**Pin map**

The bar under the picture is 20 microns long. Pins as bars across the die edge, other pins in grey.
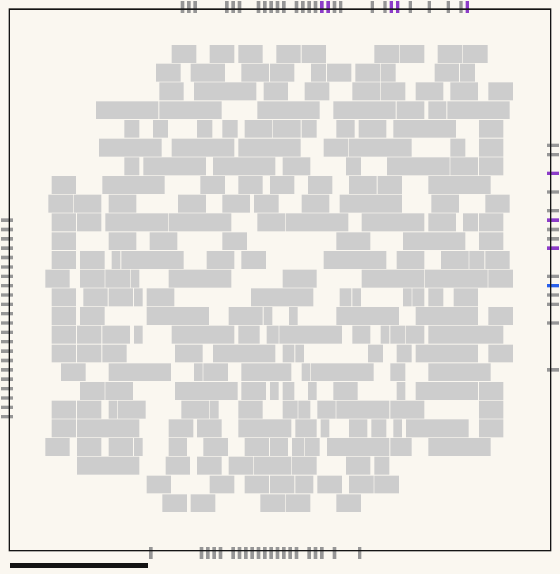
**Routing congestion**

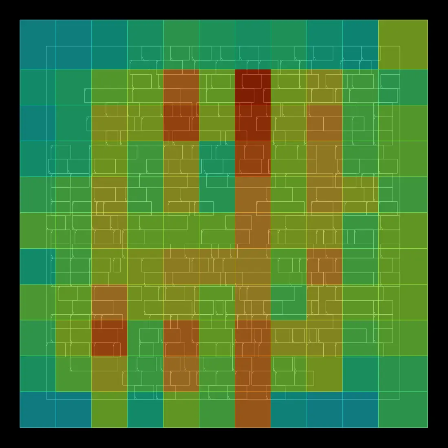
**The metal 2 layer**

The bar under the picture is 20 microns long.
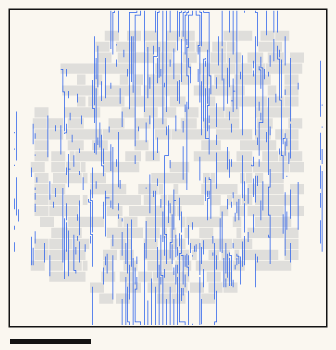
**Signal wires on met3**

The bar under the picture is 20 microns long.
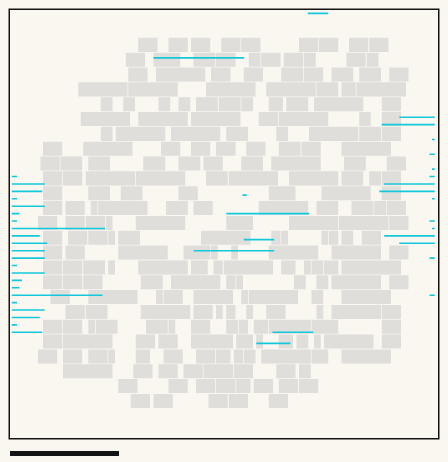
**The metal 1 layer**

The bar under the picture is 20 microns long.
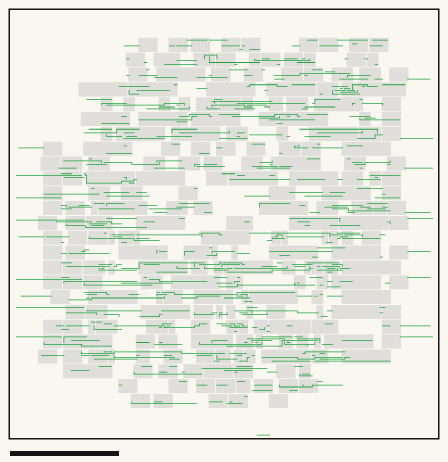
File: config.mk
export PLATFORM = sky130hd
export DESIGN_NAME = sram_arbiter
export DESIGN_NICKNAME = d
export VERILOG_FILES = /design/src/rtl/sram_arbiter.sv
export SDC_FILE = /design/constraint.sdc
export NUM_CORES = 1
export LEC_CHECK = 0
export CAP_MARGIN = 30
export CORE_MARGIN = 5
export CORE_UTILIZATION = 42
export DETAILED_ROUTE_END_ITERATION = 12
export PLACE_DENSITY = 0.8
export SLEW_MARGIN = 40
export SYNTH_ARGS = -nofsm -noshare
export SYNTH_HDL_FRONTEND = slang
export SYNTH_SLANG_ARGS = --single-unit
File: constraint.sdc
create_clock -name Clk -period 2.4 [get_ports Clk]
set_clock_uncertainty 0.1 [all_clocks]
set_input_delay 0.24 -clock Clk [delete_from_list [all_inputs] [get_ports Clk]]
set_output_delay 0.24 -clock Clk [all_outputs]
set_load 0.05 [all_outputs]
File: src/rtl/sram_arbiter.sv
// Two-requester arbiter/sequencer for a single-port synchronous SRAM: IDLE -> ACCESS -> RESP.
// Define ARB_ROUND_ROBIN_EN for round-robin contention handling; otherwise requester 0 has fixed priority.
module sram_arbiter #(
  parameter int ADDR_W = 8,
  parameter int DATA_W = 8,
  parameter int DEPTH  = 8
) (
  input  logic              Clk,
  input  logic              Rst_n,
  input  logic              req0,
  input  logic              req1,
  input  logic              we0,
  input  logic              we1,
  input  logic [ADDR_W-1:0] addr0,
  input  logic [ADDR_W-1:0] addr1,
  input  logic [DATA_W-1:0] wdata0,
  input  logic [DATA_W-1:0] wdata1,
  output logic              ack0,
  output logic              ack1,
  output logic              err0,
  output logic              err1,
  output logic [DATA_W-1:0] rdata0,
  output logic [DATA_W-1:0] rdata1,
  output logic              busy,
  output logic [ADDR_W-1:0] sram_addr,
  output logic              sram_cs,
  output logic              sram_we,
  output logic              sram_rd,
  output logic [DATA_W-1:0] sram_din,
  input  logic [DATA_W-1:0] sram_dout
);

  typedef enum logic [1:0] {IDLE, ACCESS, RESP} state_t;

  // One extra bit so DEPTH = 2**ADDR_W still compares correctly.
  localparam logic [ADDR_W:0] LIMIT = (ADDR_W+1)'(DEPTH);

  state_t            state;
  logic              win;
  logic              lat_we;
  logic              bad;

  logic              any_req;
  logic              pick;
  logic              sel_we;
  logic [ADDR_W-1:0] sel_addr;
  logic [DATA_W-1:0] sel_wdata;
  logic              in_range;

`ifdef ARB_ROUND_ROBIN_EN
  logic              last;
`endif

  always_comb begin
    any_req = req0 | req1;
`ifdef ARB_ROUND_ROBIN_EN
    pick = (req0 & req1) ? ~last : req1;
`else
    pick = ~req0;
`endif
    sel_we    = pick ? we1    : we0;
    sel_addr  = pick ? addr1  : addr0;
    sel_wdata = pick ? wdata1 : wdata0;
    in_range  = {1'b0, sel_addr} < LIMIT;
  end

  always_ff @(posedge Clk or negedge Rst_n) begin
    if (!Rst_n) begin
      state     <= IDLE;
      win       <= 1'b0;
      lat_we    <= 1'b0;
      bad       <= 1'b0;
`ifdef ARB_ROUND_ROBIN_EN
      last      <= 1'b1;
`endif
      ack0      <= 1'b0;
      ack1      <= 1'b0;
      err0      <= 1'b0;
      err1      <= 1'b0;
      rdata0    <= '0;
      rdata1    <= '0;
      busy      <= 1'b0;
      sram_addr <= '0;
      sram_cs   <= 1'b0;
      sram_we   <= 1'b0;
      sram_rd   <= 1'b0;
      sram_din  <= '0;
    end else begin
      ack0 <= 1'b0;
      ack1 <= 1'b0;
      err0 <= 1'b0;
      err1 <= 1'b0;
      case (state)
        IDLE: begin
          if (any_req) begin
            win    <= pick;
            lat_we <= sel_we;
            bad    <= ~in_range;
            busy   <= 1'b1;
`ifdef ARB_ROUND_ROBIN_EN
            last   <= pick;
`endif
            if (in_range) begin
              state     <= ACCESS;
              sram_cs   <= 1'b1;
              sram_addr <= sel_addr;
              sram_we   <= sel_we;
              sram_rd   <= ~sel_we;
              sram_din  <= sel_we ? sel_wdata : '0;
            end else begin
              state <= RESP;
            end
          end
        end
        ACCESS: begin
          state   <= RESP;
          sram_cs <= 1'b0;
          sram_we <= 1'b0;
          sram_rd <= 1'b0;
        end
        RESP: begin
          // Ack is issued on leaving RESP so a read captures the SRAM's registered dout.
          state <= IDLE;
          busy  <= 1'b0;
          if (win) begin
            ack1 <= 1'b1;
            err1 <= bad;
            if (bad)          rdata1 <= '0;
            else if (!lat_we) rdata1 <= sram_dout;
          end else begin
            ack0 <= 1'b1;
            err0 <= bad;
            if (bad)          rdata0 <= '0;
            else if (!lat_we) rdata0 <= sram_dout;
          end
        end
        default: state <= IDLE;
      endcase
    end
  end

endmodule

==> run notes <==
### Clock tree
* clock latency on the worst-skew pair: 0.30 ns
* total clock buffers created by CTS: 5
* clock sink count: 45
* clock edge transition at the registers on the reported setup and hold paths: 0.09 ns

### Setup path
* worst path cell trace: clkdlybuf4s50_1 > nor3b_1 > o22ai_1 > nor4_4 > buf_12 > mux2_2

### Synthesis
* synthesized flop and latch total: 45
* most frequent cell after synthesis: sky130_fd_sc_hd__dfrtp_1
* Syn Nets: 198
* Yosys top cell area share: 57.2%

### Routing
* violation tally from detailed-route iteration zero: 57

### Power
* maximum VDD drop: 379 uV
* switching part of the total: 32.9%
* Clock Power Share: 27.0%
* total internal power: 1.42 mW

### Place
* total half-perimeter wirelength after legalization and detailed placement: 3330 microns
* Final Wtd Congestion: 0.722

### Global routing
* wire length of the first global-routing pass: 7290 microns
* initial antenna violation count: 0

### Outcome
* status: completed

### Cells and area
* Top cells excl fill/tap: sky130_fd_sc_hd__clkdlybuf4s50_1 (84), sky130_fd_sc_hd__dfrtp_1 (45), sky130_fd_sc_hd__mux2_2 (27)

## Picture notes: 'pin map'
- ack0: blue (pins 1; direction output; edge right)
- rdata0: purple (pins 8; direction output; edge 5 top, 3 right)
Port-buffer cells: 85
chip width: 78.5 microns
die outline height: 78.5 microns

## Picture notes: 'routing congestion'
met3 Resource Use GR: 4.36%
met1 Usage GRT: 18.4%
layer with the highest usage after global routing: met2
GRT Total Usage: 15.3%

## Picture notes: 'the metal 2 layer'
- longest straight run: 32.5 microns
- wire length on this layer: 2,270 microns
wirelength, routed: 4380 microns
total number of vias: 1,453
global-route met2 utilization: 25.6%

## Picture notes: 'signal wires on met3'
- wire length on this layer: 224 microns
- share of all routed wire: 5.1%
- main direction: horizontal

## Picture notes: 'the metal 1 layer'
- share of all routed wire: 41%
- nets with wire on the layer: 250
- main direction: horizontal

==> registers in the layout, indices dropped and copies added, names as in the netlist <==
name,cells
bad,1
rdata1,8
state,2
ack0,1
sram_cs,1
rdata0,8
err0,1
sram_rd,1
win,1
sram_din,8
lat_we,1
busy,1
ack1,1
err1,1
sram_addr,8
sram_we,1
==> routing by layer <==
| layer | GRT usage, % | share of wire, % | wire length [microns] |
|---|---|---|---|
| met1 | 18.4 | 41 | 1800 |
| met5 | 0 | 0 | 0 |
| met2 | 25.6 | 52 | 2270 |
| met4 | 6.82 | 1.8 | 78 |
| met3 | 4.36 | 5.1 | 224 |
==> per-stage QoR <==
stage	instance area, sq um	utilization, %	instances	hold slack [ns]	worst slack, ns
floorplan	1970	-	152	-0.156	0.483
global placement	2870	62.1	286	0.351	0.158
detailed placement	2880	62.1	286	0.173	0.100
CTS	3000	64.8	295	0.392	0.423
global route	3000	64.8	295	0.423	0.345
finish	3000	64.8	295	0.385	0.441
==> layout make-up <==
type	instances	area, sq um	area share, %
clock inverters	3	46.3	1.54
repair buffers	89	893	29.8
clock buffers	5	68.8	2.29
flip-flops and latches	45	1130	37.5
inverters	2	7.51	0.250
multi-input cells	97	791	26.4
well taps	54	67.6	2.25
==> critical path, delay by kind of cell <==
| family | cells | cell delay (ns) |
|---|---|---|
| simple gates | 2 | 0.50 |
| buf+inv | 2 | 0.77 |
| compound gates | 1 | 0.19 |
| mux | 1 | 0.34 |
==> cell families (layout without fill, tap and decap cells) <==
group,after synthesis,in the layout,share of synthesized area [%]
AOI/OAI and AO/OA,12,12,4.13
and+or+nand+nor,46,46,14.3
DFF,45,45,57.2
buffers and inverters,10,99,2.67
muxes,39,39,21.7
Power and IR drop assume default switching activity.
